**config.mk**
```make
export PLATFORM = sky130hd
export DESIGN_NAME = iccm_arbiter
export DESIGN_NICKNAME = d
export VERILOG_FILES = /design/src/rtl/iccm_arbiter.sv
export SDC_FILE = /design/constraint.sdc
export NUM_CORES = 1
export LEC_CHECK = 0
export CELL_PAD_IN_SITES_DETAIL_PLACEMENT = 1
export CELL_PAD_IN_SITES_GLOBAL_PLACEMENT = 2
export CORE_ASPECT_RATIO = 1.4
export CORE_MARGIN = 2
export CORE_UTILIZATION = 10
export DETAILED_ROUTE_END_ITERATION = 10
export PLACE_DENSITY = 0.95
export REMOVE_ABC_BUFFERS = 1
export SYNTH_ARGS = -nofsm -noshare
export SYNTH_HDL_FRONTEND = slang
export SYNTH_SLANG_ARGS = --single-unit
```
**constraint.sdc**
```tcl
create_clock -name clk_i -period 1.65 [get_ports clk_i]
set_input_delay 0.165 -clock clk_i [delete_from_list [all_inputs] [get_ports clk_i]]
set_output_delay 0.165 -clock clk_i [all_outputs]
set_load 0.02 [all_outputs]
```
**src/rtl/iccm_arbiter.sv**
```systemverilog
// Arbitrates the single-port ICCM between instruction fetch and the host/loader bus,
// holding fetch off until boot completes and bounding fetch starvation afterwards.
module iccm_arbiter #(
  parameter int unsigned ADDR_WIDTH = 12,
  parameter int unsigned DATA_WIDTH = 32,
  parameter int unsigned MAX_STALL  = 4
) (
  input  logic                    clk_i,
  input  logic                    rst_ni,
  input  logic                    boot_done_i,
  output logic                    fetch_en_o,
  input  logic                    if_req_i,
  input  logic [ADDR_WIDTH-1:0]   if_addr_i,
  output logic                    if_gnt_o,
  output logic                    if_rvalid_o,
  output logic [DATA_WIDTH-1:0]   if_rdata_o,
  input  logic                    hb_req_i,
  input  logic                    hb_we_i,
  input  logic [DATA_WIDTH/8-1:0] hb_wmask_i,
  input  logic [ADDR_WIDTH-1:0]   hb_addr_i,
  input  logic [DATA_WIDTH-1:0]   hb_wdata_i,
  output logic                    hb_gnt_o,
  output logic                    hb_rvalid_o,
  output logic [DATA_WIDTH-1:0]   hb_rdata_o,
  output logic                    mem_req_o,
  output logic                    mem_we_o,
  output logic [DATA_WIDTH/8-1:0] mem_wmask_o,
  output logic [ADDR_WIDTH-1:0]   mem_addr_o,
  output logic [DATA_WIDTH-1:0]   mem_wdata_o,
  input  logic [DATA_WIDTH-1:0]   mem_rdata_i,
  input  logic                    mem_rvalid_i
);

  localparam logic [3:0] StallMax = 4'(MAX_STALL);

  typedef enum logic {BOOT, RUN} state_e;
  typedef enum logic [1:0] {RD_NONE, RD_FETCH, RD_HOST} owner_e;

  state_e     state_q;
  owner_e     rd_owner_q;
  logic [3:0] stall_cnt_q;
  logic       both_req;

  assign both_req = if_req_i & hb_req_i;

  // Grants are held low while reset is asserted so nothing reaches the memory.
  always_comb begin
    if_gnt_o = 1'b0;
    hb_gnt_o = 1'b0;
    if (rst_ni) begin
      if (state_q == BOOT) begin
        hb_gnt_o = hb_req_i;
      end else if (both_req) begin
        if (stall_cnt_q >= StallMax) if_gnt_o = 1'b1;
        else                         hb_gnt_o = 1'b1;
      end else begin
        if_gnt_o = if_req_i;
        hb_gnt_o = hb_req_i;
      end
    end
  end

  always_ff @(posedge clk_i or negedge rst_ni) begin
    if (!rst_ni) begin
      state_q     <= BOOT;
      fetch_en_o  <= 1'b0;
      stall_cnt_q <= '0;
    end else begin
      case (state_q)
        BOOT: begin
          stall_cnt_q <= '0;
          if (boot_done_i) begin
            state_q    <= RUN;
            fetch_en_o <= 1'b1;
          end
        end
        RUN: begin
          if (both_req && !if_gnt_o) stall_cnt_q <= stall_cnt_q + 4'd1;
          else                       stall_cnt_q <= '0;
        end
        default: state_q <= BOOT;
      endcase
    end
  end

  always_comb begin
    mem_req_o   = if_gnt_o | hb_gnt_o;
    mem_we_o    = 1'b0;
    mem_wmask_o = '0;
    mem_addr_o  = '0;
    mem_wdata_o = '0;
    if (hb_gnt_o) begin
      mem_we_o    = hb_we_i;
      mem_wmask_o = hb_wmask_i;
      mem_addr_o  = hb_addr_i;
      mem_wdata_o = hb_wdata_i;
    end else if (if_gnt_o) begin
      mem_addr_o  = if_addr_i;
    end
  end

  // Remember who issued the read so the one-cycle-later response finds its way home.
  always_ff @(posedge clk_i or negedge rst_ni) begin
    if (!rst_ni) begin
      rd_owner_q <= RD_NONE;
    end else if (if_gnt_o) begin
      rd_owner_q <= RD_FETCH;
    end else if (hb_gnt_o && !hb_we_i) begin
      rd_owner_q <= RD_HOST;
    end else begin
      rd_owner_q <= RD_NONE;
    end
  end

  assign if_rvalid_o = mem_rvalid_i & (rd_owner_q == RD_FETCH);
  assign hb_rvalid_o = mem_rvalid_i & (rd_owner_q == RD_HOST);
  assign if_rdata_o  = mem_rdata_i;
  assign hb_rdata_o  = mem_rdata_i;

  err_drop: assert property (@(posedge clk_i) disable iff (!rst_ni)
                             !(mem_rvalid_i && rd_owner_q == RD_NONE));

endmodule
```
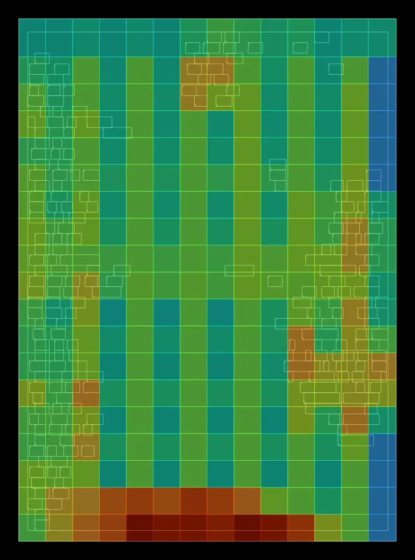
Run 1: congestion heat map
highest-utilization routing layer at the global route stage: met2
post-layout utilization of the core: 20.5%

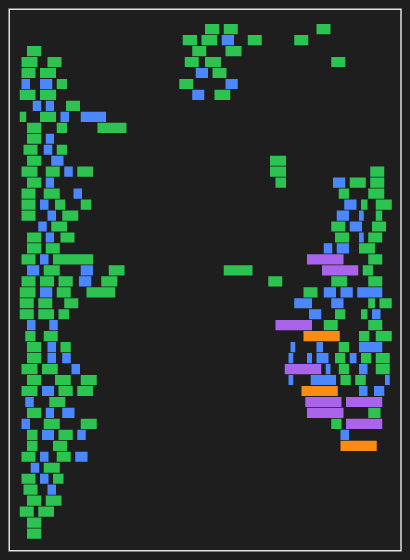
Run 1: cells colored by class
class	color	cells
remaining buffers and delay cells	green	140
sequential cells	purple	8
clock drivers	orange	3
combinational and other logic	blue	73
finished layout cell area: 2420 um2
standard cell core area: 11800 um2
register fraction of the total cell area: 8.27%

==> results.tsv, run 1 <==
stage	metric	value	unit
outcome	outcome	finished, violations left	
outcome	violated checks	setup timing	
logic_synthesis	Synth Area in Compound Gates	11.6	%
power_and_ir_drop	internal power	0.826	mW
setup_path	reg2reg path depth	5	
power_and_ir_drop	Pwr Density	464	nW/um2
floorplan	total number of tap cells	147	
sta	final worst path period need	1720	ps
flow_run	OpenROAD warning count	27	
detailed_routing	Routed met3 length	1370	um
clock_network	Clock Sink Count	8	
detailed_routing	highest metal layer with signal wires	met5	
setup_path	cell breakdown of the critical path	nand2_2, o211a_4, buf_16, a22o_4, buf_12	
layout	count of antenna diodes in the layout	1	
power_and_ir_drop	Net Sw Frac	26.4	%
setup_path	Worst Setup EP	mem_addr_o[0]	
layout	most common cell after layout, fill and taps aside	sky130_fd_sc_hd__clkdlybuf4s50_1	
layout	max FFs per register	4	
logic_synthesis	Yosys Chip Area	1210	um2
clock_network	cts bufs inserted	3	
power_and_ir_drop	post-route total power	1.12	mW
logic_synthesis	Top non-seq family	buffers and inverters	
logic_synthesis	proportion of synthesized chip area in sequential cells	16.6	%
clock_network	maximum level of the CTS H-tree	1	
setup_path	Critical Path Fanout Max	20	
grt	met2 usage in global routing	13.5	%
power_and_ir_drop	leakage power of the design	1.07	nW
sta	Setup WS post-layout	-72.9	ps
grt	remaining global-route overflow	0	
grt	wire length of the first global-routing pass	9530	um
flow_run	max-cap violations	0	
sta	number of hold-slack violations in the final timing report	0	
setup_path	critical path data arrival time	1560	ps
power_and_ir_drop	sequential group share of total power	18.6	%
detailed_routing	drt first-iter violations	42	
setup_path	Required @ worst endpoint	1480	ps
logic_synthesis	arithmetic-cell share of the synthesized area counting full adders, half adders and majority gates	1.04	%
grt	met1 usage	11.2	%
sta	fmax	0.580	GHz
detailed_routing	remaining routing DRC violations	0	
layout	Flop area	200	um2
grt	number of antenna violations at the first check in global routing	2	
layout	count of non-CTS inverters in the layout	2	
layout	combinational share of cell area	22.2	%
layout	clock tree cell share of total cell area	3.10	%
setup_path	number of gates on the worst path with buffers counted	5	
logic_synthesis	ys flops	8	
logic_synthesis	Distinct cells, synth	22	
placed_design	half-perimeter wire length after detailed placement	5600	um
logic_synthesis	most popular library cell in the synthesized design by count	sky130_fd_sc_hd__buf_4	
floorplan	Boundary Pins	218	
logic_synthesis	async set-or-reset flop fraction in the synthesized netlist	100	%
clock_network	number of buffers added for setup after CTS	5	
clock_network	number of gates given a new drive strength after cts	220	
layout	count of nets after finishing	326	
setup_path	flop2flop setup slack	430	ps
clock_network	Reg clk slew, reported paths	40	ps
setup_path	category of the worst setup path capture point	primary output	
floorplan	number of core rows	47	
power_and_ir_drop	Power Clock	0.407	mW
logic_synthesis	dominant cell type by area after synthesis	sky130_fd_sc_hd__buf_4	
clock_network	later-pin clock latency in the skew report	230	ps
sta	Slew Viols, Final	0	
sta	aggregate negative setup slack	-635	ps
logic_synthesis	Synth Area per Inst	7.99	um2
layout	number of logic gates	71	
sta	tightest hold margin	153	ps
clock_network	CTS tree	yes	
layout	biggest cell category by area in the final layout	buffers	
layout	data-path buffer share of cell area in the final layout	58.4	%
power_and_ir_drop	clock group share of total power	36.2	%
power_and_ir_drop	group drawing the most power	combinational logic	
sta	Tcrit/Tclk final	104	%
detailed_routing	met1 WL	2750	um
logic_synthesis	Simple-Gate Area Share	25.3	%
grt	GR Util met3	8.96	%
layout	largest reg by FF count	stall_cnt_q	
sta	RSZ-0062 raised after global routing	yes	
floorplan	Die Area	13000	um2
logic_synthesis	XOR-XNOR Cells, Area Fraction	1.45	%
setup_path	Buffers & Inverters on Critical Path	2	
detailed_routing	wire length on met2	2670	um
layout	ratio of cells with drive above 1 in the final layout	40.6	%
logic_synthesis	cell count in the Yosys report	151	
logic_synthesis	leading register cell type out of synthesis	sky130_fd_sc_hd__dfrtp_1	
detailed_routing	Detail Route Antenna Nets	0	
layout	layout sequential cell count	8	
logic_synthesis	commonest cells in the synthesized netlist	65 x sky130_fd_sc_hd__buf_4, 37 x sky130_fd_sc_hd__and2_1, 12 x sky130_fd_sc_hd__a22o_1, 8 x sky130_fd_sc_hd__dfrtp_1, 6 x sky130_fd_sc_hd__nor2_1	
floorplan	Die Height	134	um
placed_design	gp weighted congestion	0.746	
layout	MI comb area	538	um2
detailed_routing	average vias per placed instance	3.64	
sta	Least-Margin Pin Slew	280	ps
placed_design	dpl cells	359	
floorplan	Horiz. Die Dim	96.8	um
setup_path	maximum single-stage delay on the critical path	380	ps
min_path	Hold Crit Class	in2async	
layout	final cell count without fillers	372	
logic_synthesis	cells after synthesis	151	
logic_synthesis	flip-flops with a built-in enable	0	
power_and_ir_drop	Worst IR Drop VDD	0.250	mV
logic_synthesis	total of warnings raised by yosys	0	
logic_synthesis	cell area after technology mapping	1210	um2
logic_synthesis	proportion of synthesized area in mux cells	0	%
clock_network	clock tree buffer depth	2	
floorplan	starting density of the core	10.2	%
setup_path	delay-heaviest family, CP	AND-OR/OR-AND gates	
grt	largest net degree at the start of global routing	21	
setup_path	startpoint of the most critical register-to-register path	stall_cnt_q[2]$_DFF_PN0_	
logic_synthesis	dominant cells by area after synthesis	sky130_fd_sc_hd__buf_4 40%, sky130_fd_sc_hd__and2_1 19%, sky130_fd_sc_hd__dfrtp_1 17%	
power_and_ir_drop	power in sequential cells	0.208	mW
power_and_ir_drop	net switching power figure	0.296	mW
layout	biggest registers after layout	stall_cnt_q x4, rd_owner_q x2	
sta	final setup violation count	35	
layout	area overhead of the layout relative to synthesis	101	%
placed_design	Placement Setup Slack	-476	ps
setup_path	endpoint of the worst-slack reg-to-reg timing path	stall_cnt_q[2]$_DFF_PN0_	
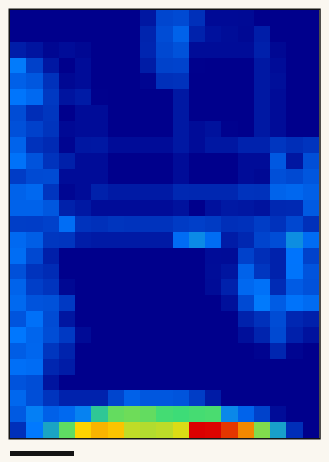
Run 1: wire density map
Scale bar: 20 um. The die is cut into 19 by 27 equal tiles; dark blue is low, red is high, scaled to the fullest tile. Values are wire area over tile area, all layers added.
nearly empty tiles	41%
fullest tile	1.1
mean over tiles	0.098
tiles over half the peak	3.9%
emptiest ninth of the die	top right
Routed WL: 6850 um
via total after detailed routing: 1354
routed length per placed instance: 18.4 um
overall routing resource usage: 9.91%

## Run 2: what changed since run 1
--- a/config.mk
+++ b/config.mk
@@ -5,6 +5,7 @@
 export SDC_FILE = /design/constraint.sdc
 export NUM_CORES = 1
 export LEC_CHECK = 0
+export CAP_MARGIN = 5
 export CELL_PAD_IN_SITES_DETAIL_PLACEMENT = 1
 export CELL_PAD_IN_SITES_GLOBAL_PLACEMENT = 2
 export CORE_ASPECT_RATIO = 1.4
@@ -13,6 +14,7 @@
 export DETAILED_ROUTE_END_ITERATION = 10
 export PLACE_DENSITY = 0.95
 export REMOVE_ABC_BUFFERS = 1
+export SKIP_LAST_GASP = 1
 export SYNTH_ARGS = -nofsm -noshare
 export SYNTH_HDL_FRONTEND = slang
 export SYNTH_SLANG_ARGS = --single-unit
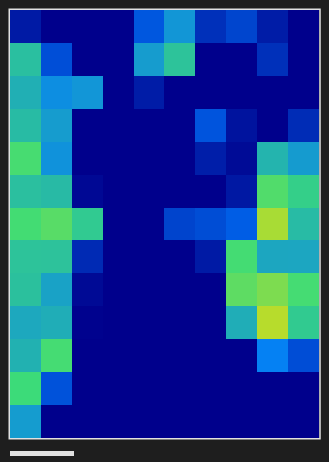
Run 2: cell density map
Scale bar: 20 um. The die is cut into 10 by 13 equal tiles; dark blue is low, red is high, 0 to 100% covered.
emptiest ninth of the die	bottom middle
mean over tiles	16%
fullest tile	66%
densest ninth of the die	right middle
nearly empty tiles	51%
starting density of the core: 10.2%
post-layout utilization of the core: 18.8%

==> run 2 against run 1 <==
Net effect: the flow still finishes with violations (setup timing); synthesized area unchanged; count of clock-buffer cells in the layout unchanged; synthesized cell count unchanged; global-route usage hardly changed; critical path type unchanged; sequential power about the same; non-clock buffer count unchanged; worst setup slack gained 15 ps; combinational power down 9.1%; cell area fell by 8.3%; sequential share of layout area rose by 0.75 points; utilization shrank 1.7 points.
==> results.tsv, run 2 <==
stage	metric	value	unit	change
outcome	outcome	finished, violations left		
outcome	violated checks	setup timing		
flow_run	max-cap violations	0		unchanged
detailed_routing	Routed met3 length	1430	um	+4.5%
layout	number of logic gates	71		unchanged
clock_network	maximum level of the CTS H-tree	1		unchanged
setup_path	category of the worst setup path capture point	primary output		
grt	wire length of the first global-routing pass	9550	um	+0.22%
power_and_ir_drop	Power Clock	0.403	mW	-1%
floorplan	Boundary Pins	218		unchanged
logic_synthesis	Synth Area per Inst	7.99	um2	unchanged
min_path	Hold Crit Class	in2async		
logic_synthesis	ys flops	8		unchanged
flow_run	OpenROAD warning count	27		unchanged
setup_path	maximum single-stage delay on the critical path	380	ps	about the same
sta	Slew Viols, Final	0		unchanged
sta	Setup WS post-layout	-57.6	ps	+15.3 ps
setup_path	Buffers & Inverters on Critical Path	3		+1
detailed_routing	wire length on met2	2710	um	+1.5%
layout	most common cell after layout, fill and taps aside	sky130_fd_sc_hd__clkdlybuf4s50_1		
clock_network	later-pin clock latency in the skew report	230	ps	about the same
layout	count of non-CTS inverters in the layout	2		unchanged
detailed_routing	average vias per placed instance	3.64		about the same
grt	number of antenna violations at the first check in global routing	2		unchanged
sta	aggregate negative setup slack	-1550	ps	-917 ps
power_and_ir_drop	internal power	0.789	mW	-4.5%
setup_path	endpoint of the worst-slack reg-to-reg timing path	stall_cnt_q[2]$_DFF_PN0_		
detailed_routing	met1 WL	2660	um	-3.1%
setup_path	critical path data arrival time	1540	ps	-20 ps
power_and_ir_drop	sequential group share of total power	19.4	%	+0.8 points
layout	clock tree cell share of total cell area	3.38	%	+0.28 points
layout	final cell count without fillers	372		unchanged
floorplan	total number of tap cells	147		unchanged
layout	max FFs per register	4		unchanged
setup_path	reg2reg path depth	5		unchanged
grt	highest-utilization routing layer at the global route stage	met2		
placed_design	dpl cells	359		unchanged
power_and_ir_drop	Worst IR Drop VDD	0.249	mV	-0.21%
sta	RSZ-0062 raised after global routing	yes		
sta	number of hold-slack violations in the final timing report	0		unchanged
power_and_ir_drop	Net Sw Frac	26.4	%	about the same
power_and_ir_drop	clock group share of total power	37.5	%	+1.3 points
sta	tightest hold margin	94.8	ps	-58.1 ps
logic_synthesis	proportion of synthesized chip area in sequential cells	16.6	%	unchanged
logic_synthesis	commonest cells in the synthesized netlist	65 x sky130_fd_sc_hd__buf_4, 37 x sky130_fd_sc_hd__and2_1, 12 x sky130_fd_sc_hd__a22o_1, 8 x sky130_fd_sc_hd__dfrtp_1, 6 x sky130_fd_sc_hd__nor2_1		
clock_network	number of buffers added for setup after CTS	5		unchanged
detailed_routing	Routed WL	6870	um	+0.23%
logic_synthesis	XOR-XNOR Cells, Area Fraction	1.45	%	unchanged
setup_path	startpoint of the most critical register-to-register path	stall_cnt_q[2]$_DFF_PN0_		
grt	met2 usage in global routing	13.5	%	unchanged
logic_synthesis	dominant cell type by area after synthesis	sky130_fd_sc_hd__buf_4		
layout	combinational share of cell area	22.8	%	+0.54 points
clock_network	Clock Sink Count	8		unchanged
sta	final setup violation count	47		+34%
floorplan	standard cell core area	11800	um2	unchanged
sta	Tcrit/Tclk final	103	%	-0.93 points
grt	largest net degree at the start of global routing	21		unchanged
logic_synthesis	cell area after technology mapping	1210	um2	unchanged
layout	Flop area	200	um2	unchanged
sta	Least-Margin Pin Slew	270	ps	-10.1 ps
logic_synthesis	arithmetic-cell share of the synthesized area counting full adders, half adders and majority gates	1.04	%	unchanged
layout	biggest cell category by area in the final layout	buffers		
grt	GR Util met3	9.02	%	+0.052 points
setup_path	cell breakdown of the critical path	nor2_2, buf_4, a21oi_4, buf_6, or2_2, buf_6		
detailed_routing	remaining routing DRC violations	0		unchanged
power_and_ir_drop	power in sequential cells	0.208	mW	about the same
layout	ratio of cells with drive above 1 in the final layout	36.6	%	-4.0 points
setup_path	number of gates on the worst path with buffers counted	6		+1
setup_path	Worst Setup EP	mem_req_o		
detailed_routing	highest metal layer with signal wires	met5		
logic_synthesis	Simple-Gate Area Share	25.3	%	unchanged
detailed_routing	routed length per placed instance	18.5	um	+0.23%
## Run 3: what changed since run 2
==> config.mk (replaced) <==
export PLATFORM = sky130hd
export DESIGN_NAME = iccm_arbiter
export DESIGN_NICKNAME = d
export VERILOG_FILES = /design/src/rtl/iccm_arbiter.sv
export SDC_FILE = /design/constraint.sdc
export NUM_CORES = 1
export LEC_CHECK = 0
export CAP_MARGIN = 5
export CORE_AREA = 2 2 84 86
export CTS_CLUSTER_DIAMETER = 40
export DETAILED_ROUTE_END_ITERATION = 10
export DIE_AREA = 0 0 86 88
export PLACE_DENSITY = 0.79
export REMOVE_ABC_BUFFERS = 1
export SKIP_LAST_GASP = 1
export SLEW_MARGIN = 20
export SYNTH_ARGS = -nofsm -noshare
export SYNTH_HDL_FRONTEND = slang
export SYNTH_SLANG_ARGS = --single-unit
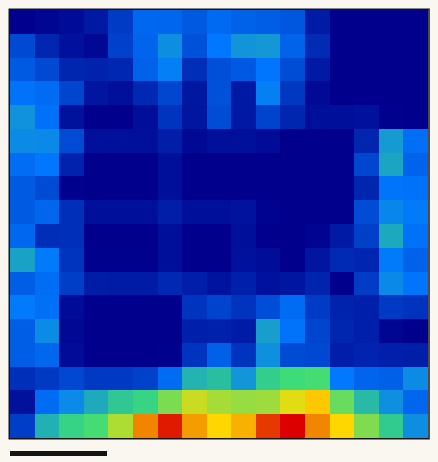
Run 3: wire density map
Scale bar: 20 um. The die is cut into 17 by 18 equal tiles; dark blue is low, red is high, scaled to the fullest tile. Values are wire area over tile area, all layers added.
fullest tile	0.92
densest ninth of the die	bottom middle
mean over tiles	0.14
tiles over half the peak	7.2%
nearly empty tiles	27%
Routed WL: 5810 um
routed length per placed instance: 19.4 um
overall routing resource usage: 13.5%
via total after detailed routing: 1289

==> run 3 against run 2 <==
Net effect: the flow finishes with violations (hold timing, setup timing); synthesized area unchanged; critical path depth down 1; final cell count down 20%; via count down 4.7%; combinational power down 4%; synthesized cell count unchanged; worst setup slack better by 5.9 ps; sequential power about the same; die area down 42%; clock power down 41%; hold slack worse by 120 ps; sequential share of layout area up 0.81 points; largest power group unchanged; highest routed layer is now met4.
==> results.tsv, run 3 <==
stage	metric	value	unit	change
logic_synthesis	commonest cells in the synthesized netlist	65 x sky130_fd_sc_hd__buf_4, 37 x sky130_fd_sc_hd__and2_1, 12 x sky130_fd_sc_hd__a22o_1, 8 x sky130_fd_sc_hd__dfrtp_1, 6 x sky130_fd_sc_hd__nor2_1		
setup_path	number of gates on the worst path with buffers counted	5		-1
power_and_ir_drop	internal power	0.631	mW	-20%
logic_synthesis	async set-or-reset flop fraction in the synthesized netlist	100	%	
detailed_routing	Routed met3 length	1380	um	-3.2%
clock_network	later-pin clock latency in the skew report	230	ps	about the same
layout	clock tree cell share of total cell area	2.03	%	-1.4 points
placed_design	dpl cells	291		-19%
clock_network	number of gates given a new drive strength after cts	189		
layout	layout sequential cell count	8		
power_and_ir_drop	leakage power of the design	0.984	nW	
layout	clock buffers	3		
sta	RSZ-0062 raised after global routing	yes		
layout	data-path buffer share of cell area in the final layout	59.4	%	
logic_synthesis	most popular library cell in the synthesized design by count	sky130_fd_sc_hd__buf_4		
sta	final setup violation count	8		-83%
logic_synthesis	cells after synthesis	151		
flow_run	OpenROAD warning count	27		unchanged
clock_network	CTS tree	yes		
detailed_routing	drt first-iter violations	15		
grt	largest net degree at the start of global routing	32		+52%
sta	number of hold-slack violations in the final timing report	6		+6
grt	via count of the first global-routing pass	1212		
grt	GR Util met3	15.5	%	+6.4 points
floorplan	Die Height	88	um	
grt	met2 usage in global routing	16.4	%	+3.0 points
grt	wire length of the first global-routing pass	7400	um	-23%
logic_synthesis	Simple-Gate Area Share	25.3	%	unchanged
logic_synthesis	dominant cell type by area after synthesis	sky130_fd_sc_hd__buf_4		
floorplan	starting density of the core	18.2	%	+8.0 points
power_and_ir_drop	power in sequential cells	0.208	mW	about the same
layout	finished layout cell area	2040	um2	
setup_path	cell breakdown of the critical path	nor2_2, o211a_4, buf_12, or2_2, buf_6		
outcome	violated checks	hold timing, setup timing		
setup_path	type of the setup path with the least slack	reg2out		
clock_network	number of buffers added for setup after CTS	0		-5
layout	count of antenna diodes in the layout	0		
sta	Tcrit/Tclk final	103	%	-0.36 points
grt	number of antenna violations at the first check in global routing	0		-2
outcome	outcome	finished, violations left		
floorplan	Horiz. Die Dim	86	um	
power_and_ir_drop	power attributed to combinational cells	0.442	mW	
setup_path	Buffers & Inverters on Critical Path	2		-1
layout	Flop area	200	um2	unchanged
grt	highest-utilization routing layer at the global route stage	met2		
logic_synthesis	cell area after technology mapping	1210	um2	unchanged
power_and_ir_drop	Comb power frac	49.7	%	
layout	count of non-CTS inverters in the layout	2		unchanged
layout	biggest cell category by area in the final layout	buffers		
placed_design	Placement Setup Slack	-478	ps	
detailed_routing	highest metal layer with signal wires	met4		
setup_path	startpoint of the most critical register-to-register path	stall_cnt_q[2]$_DFF_PN0_		
layout	MI comb area	478	um2	
clock_network	clock tree buffer depth	2		
sta	Least-Margin Pin Slew	214	ps	-55.8 ps
setup_path	endpoint of the worst-slack reg-to-reg timing path	stall_cnt_q[3]$_DFF_PN0_		
floorplan	Boundary Pins	218		unchanged
layout	combinational share of cell area	23.5	%	+0.71 points
power_and_ir_drop	clock group share of total power	26.9	%	-11 points
placed_design	placed standard-cell area	2090	um2	
setup_path	Startpoint Class	flip-flop		
setup_path	maximum single-stage delay on the critical path	360	ps	-20 ps
layout	ratio of cells with drive above 1 in the final layout	32.9	%	-3.7 points
detailed_routing	wire length on met2	2170	um	-20%
layout	count of nets after finishing	321		
setup_path	Worst Setup EP	mem_req_o		
floorplan	total number of tap cells	80		-46%
power_and_ir_drop	Pwr Density	437	nW/um2	
layout	Top Layout Cells	67 x sky130_fd_sc_hd__clkdlybuf4s50_1, 40 x sky130_fd_sc_hd__buf_4, 37 x sky130_fd_sc_hd__and2_1, 16 x sky130_fd_sc_hd__buf_2, 12 x sky130_fd_sc_hd__a22o_1		
setup_path	reg2reg path depth	4		-1
logic_synthesis	leading register cell type out of synthesis	sky130_fd_sc_hd__dfrtp_1		
logic_synthesis	dominant cells by area after synthesis	sky130_fd_sc_hd__buf_4 40%, sky130_fd_sc_hd__and2_1 19%, sky130_fd_sc_hd__dfrtp_1 17%		
floorplan	standard cell core area	6640	um2	-44%
grt	remaining global-route overflow	0		
logic_synthesis	Synth Area in Compound Gates	11.6	%	
layout	post-layout utilization of the core	30.6	%	+12 points
layout	count of buffers not belonging to the clock network in the layout	135		
logic_synthesis	arithmetic-cell share of the synthesized area counting full adders, half adders and majority gates	1.04	%	unchanged
logic_synthesis	Yosys Chip Area	1210	um2	
power_and_ir_drop	Worst IR Drop VDD	0.175	mV	-30%
power_and_ir_drop	Net Sw Frac	29.0	%	+2.6 points
setup_path	category of the worst setup path capture point	primary output		
logic_synthesis	XOR-XNOR Cells, Area Fraction	1.45	%	unchanged
flow_run	max-cap violations	0		unchanged
detailed_routing	met1 WL	2220	um	-17%
logic_synthesis	ys flops	8		unchanged
placed_design	half-perimeter wire length after detailed placement	4730	um	
setup_path	Critical path origin	stall_cnt_q[3]$_DFF_PN0_		
logic_synthesis	proportion of synthesized chip area in sequential cells	16.6	%	unchanged
logic_synthesis	Synth Area per Inst	7.99	um2	unchanged
setup_path	critical path data arrival time	1540	ps	about the same
floorplan	Die Area	7570	um2	
setup_path	Required @ worst endpoint	1480	ps	
sta	tightest hold margin	-23.0	ps	-118 ps
detailed_routing	Detail Route Antenna Nets	0		
min_path	Hold Crit Class	in2async		
sta	aggregate negative setup slack	-196	ps	+1360 ps
detailed_routing	remaining routing DRC violations	0		unchanged
layout	max FFs per register	4		unchanged
detailed_routing	average vias per placed instance	4.31		+19%
floorplan	number of core rows	30		
sta	headroom to the max-slew limit	85.7	%	
clock_network	Clock Sink Count	8		unchanged
layout	final cell count without fillers	299		-20%
clock_network	maximum level of the CTS H-tree	1		unchanged
layout	number of logic gates	71		unchanged
sta	Setup WS post-layout	-51.7	ps	+5.92 ps
logic_synthesis	total of warnings raised by yosys	0		
power_and_ir_drop	sequential group share of total power	23.4	%	+4.0 points
clock_network	number of buffers added to fix hold violations after cts	0		
power_and_ir_drop	Power Clock	0.239	mW	-41%
sta	fmax	0.588	GHz	
sta	Slew Viols, Final	0		unchanged
layout	most common cell after layout, fill and taps aside	sky130_fd_sc_hd__clkdlybuf4s50_1		
No activity file was given, so power comes from the tool's default toggle rates.
